Run 1, I/O nets highlighted:
(2 px per um)
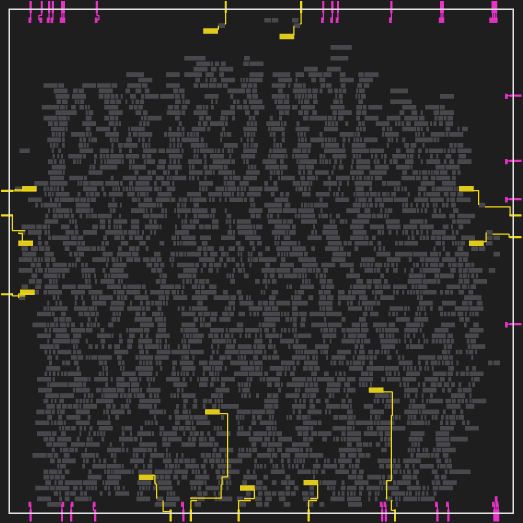
Run 1, clock routing:
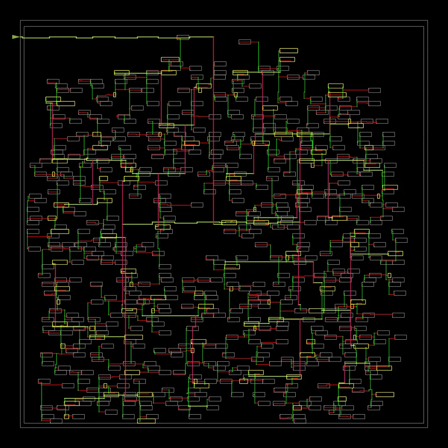
Run 1, where the registers sit:
(1 px per um) Other sequential cells in the stronger grey, the rest of the logic in the fainter grey.
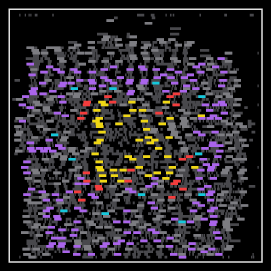
==> config.mk <==
export PLATFORM = sky130hd
export DESIGN_NAME = trigger_crossbar
export DESIGN_NICKNAME = d
export VERILOG_FILES = /design/src/rtl/trigger_crossbar.sv
export SDC_FILE = /design/constraint.sdc
export NUM_CORES = 1
export LEC_CHECK = 0
export ABC_CLOCK_PERIOD_IN_PS = 3400
export CORE_MARGIN = 2
export CORE_UTILIZATION = 41
export CTS_CLUSTER_SIZE = 25
export DETAILED_ROUTE_END_ITERATION = 12
export PLACE_DENSITY_LB_ADDON = 0.2
export SYNTH_ARGS = -nofsm -noshare
export SYNTH_HDL_FRONTEND = slang
export SYNTH_SLANG_ARGS = --single-unit
export TNS_END_PERCENT = 1
==> constraint.sdc <==
create_clock -name clk -period 3.4 [get_ports clk]
set_input_delay 1.02 -clock clk [delete_from_list [all_inputs] [get_ports clk]]
set_output_delay 1.02 -clock clk [all_outputs]
set_load 0.02 [all_outputs]
==> reports/results.ini, run 1 <==
[run_status]
status=completed

[power]
p_switching_uw=3150
switching_share_pct=22.7
p_int_uw=10700
p_per_area_nw_per_um2=492
pg_clk_uw=6710
combPwrFrac_pct=4.7
power_leader=clock

[worst_setup_path]
path_class=reg -> reg
cp.required_ns=3.90
ff2ff_setup_slack_ns=0.47
arrival_ns=3.44
cp_max_fo=32
crit_slowest_cell=ha_1
reg2reg_depth=6
cp.depth=6
end_kind=register

[final_layout]
diodes=1
logic_gates=2169
drive_above_1_share_pct=8.93
buffers=139
fillers=5870
num-nonclk-inverters=56
flops=542
comb_share_pct=45.9
design_area_sq_um=28200
final_nets=3086

[min_path]
hold_class=reg -> reg

[clock_tree]
cts.reportedPaths.clkPinSlew_ns=0.06
clock.latency.late_pin_ns=0.61
root_buffer=clkbuf_16
post_cts_buffers=0
cts_max_level=2
hold_buffers=0

[sta]
tightestPinTransition_ns=1.07
final-hold-violation-count=0
min_period_over_period_pct=86.3
whs_ns=0.451
relSlewSlack_pct=28.5
period_needed_ns=2.93
drv_slew=0
fmaxAchievable_mhz=341
setup_viol=0

[global_route]
grt_usage_pct=21.4
grt_start_max_net_pins=92
overflow=0
top_usage_layer=met2
grt.met2_usage_pct=35.8
met1_usage_pct=27.5
grt_pass1_wl_um=108000
grt_use_met3_pct=3.30

[yosys]
simple_gate_area_share_pct=24.3
syn_avg_cell_area_sq_um=8.40
synth_cells=2985
ys_seq_share_pct=43.3
synth-edff-count=0
yosysUniqueCellTypes=76
ys.flop_type=dfxtp_1
adder_share_pct=3.64
top_area_share_pct=43.3
synth_area_sq_um=25100
async_flop_share_pct=0
synth-seq-cells=542
logic_family=simple AND/OR/NAND/NOR gates
ys_cells=2985

[floorplan]
fp-utilization_pct=41.5
core_area_sq_um=60400
chipArea_sq_um=63100
tap_cells=782

[placed_design]
place_congestion=0.812
post-place-ws_ns=0.139

[detailed_routing]
drc_errors=0
totalWireLength_um=68300
route.antenna.remaining_nets=0
routed.top_layer=met5
num_vias=20624
drt_iter0_drc=1560
dr.pass1.iters=6

[run]
cap_violations=0

Notes on 'I/O nets highlighted' above:
[yellow] trig_out | bits: 12 | direction: output | end cells: 12 | buffers: 12 | wire: 333 um
[magenta] cnt_rd_data | bits: 32 | direction: output | end cells: 32 | buffers: 0 | wire: 139 um
PortBufs: 53
Ports: 91

Notes on 'clock routing' above:
clk sinks: 542
total CTS buffers: 58

Notes on 'where the registers sit' above:
[yellow] g_lane.u_lane.r_sel | placed flops: 48 | where: middle
[purple] g_lane.u_lane.r_stretch | placed flops: 192 | where: spread over the die
[red] g_lane.u_lane.r_mode | placed flops: 24
[cyan] g_lane.u_lane.r_pre | placed flops: 12
Seq. pwr: 6510 uW
Seq area share: 38.4%
Register Area: 10900 sq um
Layout Utilization: 46.8%

Run 1, metal layers overlaid:
(1.5 px per um)
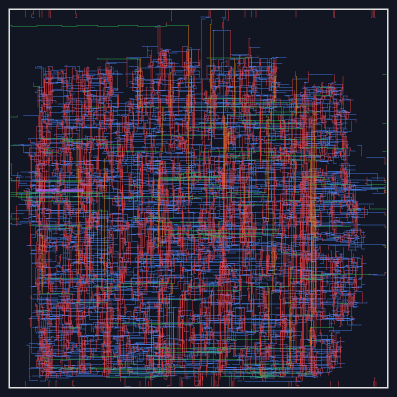

==> run 1 -> run 2 <==
CAP_MARGIN = 25   (was default)
Run 2, metal layers overlaid:
(1.5 px per um)
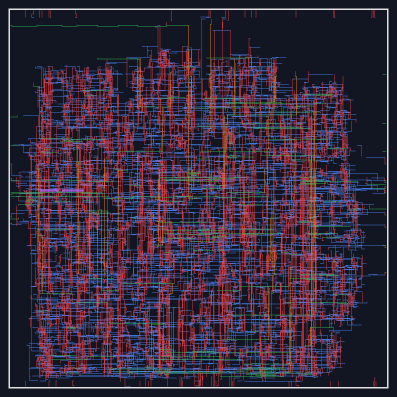
[blue] metal 1 | wire length: 30.4 mm
[green] metal 3 | wire length: 3380 um
[orange] metal 4 | wire length: 2500 um
[purple] metal 5 | wire length: 23.9 um
[red] metal 2 | wire length: 31.9 mm
final wirelength: 68100 um
via count: 20590
DR WL/cell: 18.0 um
Total GRT Usage: 21.4%

==> run 2 against run 1 <==
Compared with the run above: global-route usage did not move; clock power hardly changed; die area did not move; final cell count hardly changed; largest power group unchanged.
==> reports/results.ini, run 2 <==
[floorplan]
chipArea_sq_um=63100
io-pin-count=91
core_area_sq_um=60400
fp-utilization_pct=41.5

[clock_tree]
post_cts_buffers=0
cts_max_level=2
clock.latency.late_pin_ns=0.61
cts_sinks=542
cts.reportedPaths.clkPinSlew_ns=0.06
root_buffer=clkbuf_16

[global_route]
grt.met2_usage_pct=35.8
grt_use_met3_pct=3.30
grt_pass1_wl_um=108000
top_usage_layer=met2
met1_usage_pct=27.5
overflow=0
grt_start_max_net_pins=92

[run]
cap_violations=0
warnings=79

[yosys]
ys_cells=2985
synth-edff-count=0
synth_area_sq_um=25100
synth-seq-cells=542
logic_family=simple AND/OR/NAND/NOR gates
async_flop_share_pct=0
top_area_share_pct=43.3
ys.flop_type=dfxtp_1
yosysUniqueCellTypes=76
adder_share_pct=3.64
synth_cells=2985
simple_gate_area_share_pct=24.3
syn_avg_cell_area_sq_um=8.40
ys_seq_share_pct=43.3

[detailed_routing]
route.antenna.remaining_nets=0
drc_errors=0
dr.pass1.iters=7
routed.top_layer=met5

[worst_setup_path]
end_kind=register
ff2ff_setup_slack_ns=0.56
reg2reg_depth=5
cpMostUsedCell=mux2_2
cp_max_fo=32
crit_slowest_cell=dfxtp_1

[power]
p_int_uw=10700
p_per_area_nw_per_um2=491
power_leader=clock
pg_clk_uw=6710
switching_share_pct=22.7
p_switching_uw=3150
leakage_uw=0.0108
combPwrFrac_pct=4.8

[final_layout]
seq_area_sq_um=10900
seq_share_pct=38.4
flops=542
design_area_sq_um=28200
buffers=140
fillers=5867
drive_above_1_share_pct=8.96
diodes=1
comb_share_pct=45.9
final_nets=3087
layout.area.comb_sq_um=13000
logic_gates=2169
final_core_util_pct=46.8

[min_path]
hold_class=reg -> reg

[sta]
fmaxAchievable_mhz=352
drv_slew=0
tightestPinTransition_ns=0.845
min_period_over_period_pct=83.6
final-hold-violation-count=0
period_needed_ns=2.84
setup_viol=0
relSlewSlack_pct=43.2

[placed_design]
place_congestion=0.812
io_buffers=53
post-place-ws_ns=0.139

[run_status]
status=completed

Run 2, clock routing:
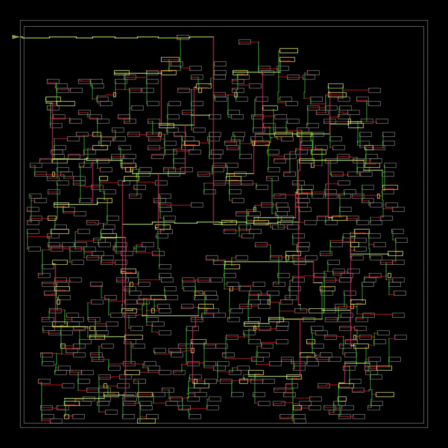

==> run 2 -> run 3 <==
ABC_CLOCK_PERIOD_IN_PS = 2750   (was 3400)
clock period = 2.75 ns   (was 3.4 ns; I/O delays follow)
Run 3, clock routing:
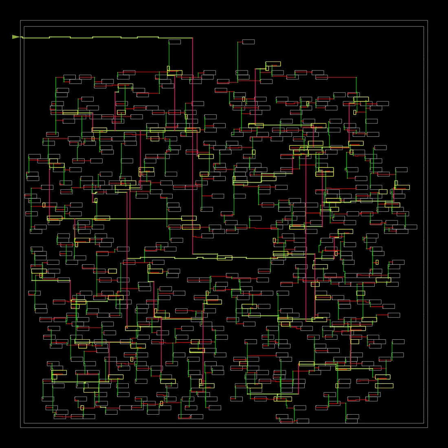
clk latency late pin: 0.61 ns
P_clk: 8060 uW
flop count: 542
clock buffer count: 98

==> run 3 against run 2 <==
Compared with the run above: setup slack worse by 0.41 ns; die area stayed put; first-iteration DRC count is 6.4% higher; largest cell class unchanged.
==> reports/results.ini, run 3 <==
[worst_setup_path]
crit_slowest_cell=mux2_2
cp.depth=6
path_class=reg -> reg
ff2ff_setup_slack_ns=0.15

[power]
combPwrFrac_pct=4.9
powerSeq_uw=8050
switching_share_pct=22.7
p_per_area_nw_per_um2=591
leakage_uw=0.0111
power_leader=clock

[global_route]
met1_usage_pct=28.6
grt.met2_usage_pct=35.0
grt_use_met3_pct=3.05
grt_usage_pct=21.2

[detailed_routing]
dr.pass1.iters=7
totalWireLength_um=67800
route.antenna.remaining_nets=0
wl_per_cell_um=17.6
drc_errors=0
drt_iter0_drc=1471

[yosys]
syn_avg_cell_area_sq_um=8.40
synth_area_sq_um=25100
async_flop_share_pct=0
synth_cells=2985
ys_seq_share_pct=43.3
logic_family=simple AND/OR/NAND/NOR gates
synth-seq-cells=542
top_area_share_pct=43.3
yosysUniqueCellTypes=76
ys_cells=2985
adder_share_pct=3.64
simple_gate_area_share_pct=24.3
ys.flop_type=dfxtp_1

[final_layout]
logic_gates=2169
fillers=5783
drive_above_1_share_pct=10.1
buffers=185
design_area_sq_um=28700
seq_area_sq_um=10900
final_core_util_pct=47.5
diodes=4
num-nonclk-inverters=56

[clock_tree]
cts_max_level=2
cts_made_buffers=58
hold_buffers=0
cts.reportedPaths.clkPinSlew_ns=0.06
cts_sinks=542
post_cts_buffers=0

[placed_design]
post-place-ws_ns=-0.137
io_buffers=53
place_congestion=0.839

[run]
warnings=79
cap_violations=0

[sta]
fmaxAchievable_mhz=385
tightestPinTransition_ns=0.783
min_period_over_period_pct=94.4
relSlewSlack_pct=47.6
whs_ns=0.447
period_needed_ns=2.60
setup_viol=0

[floorplan]
chipArea_sq_um=63100
fp-utilization_pct=41.5

[run_status]
status=completed

[min_path]
hold_class=reg -> reg

Power and IR drop assume default switching activity.
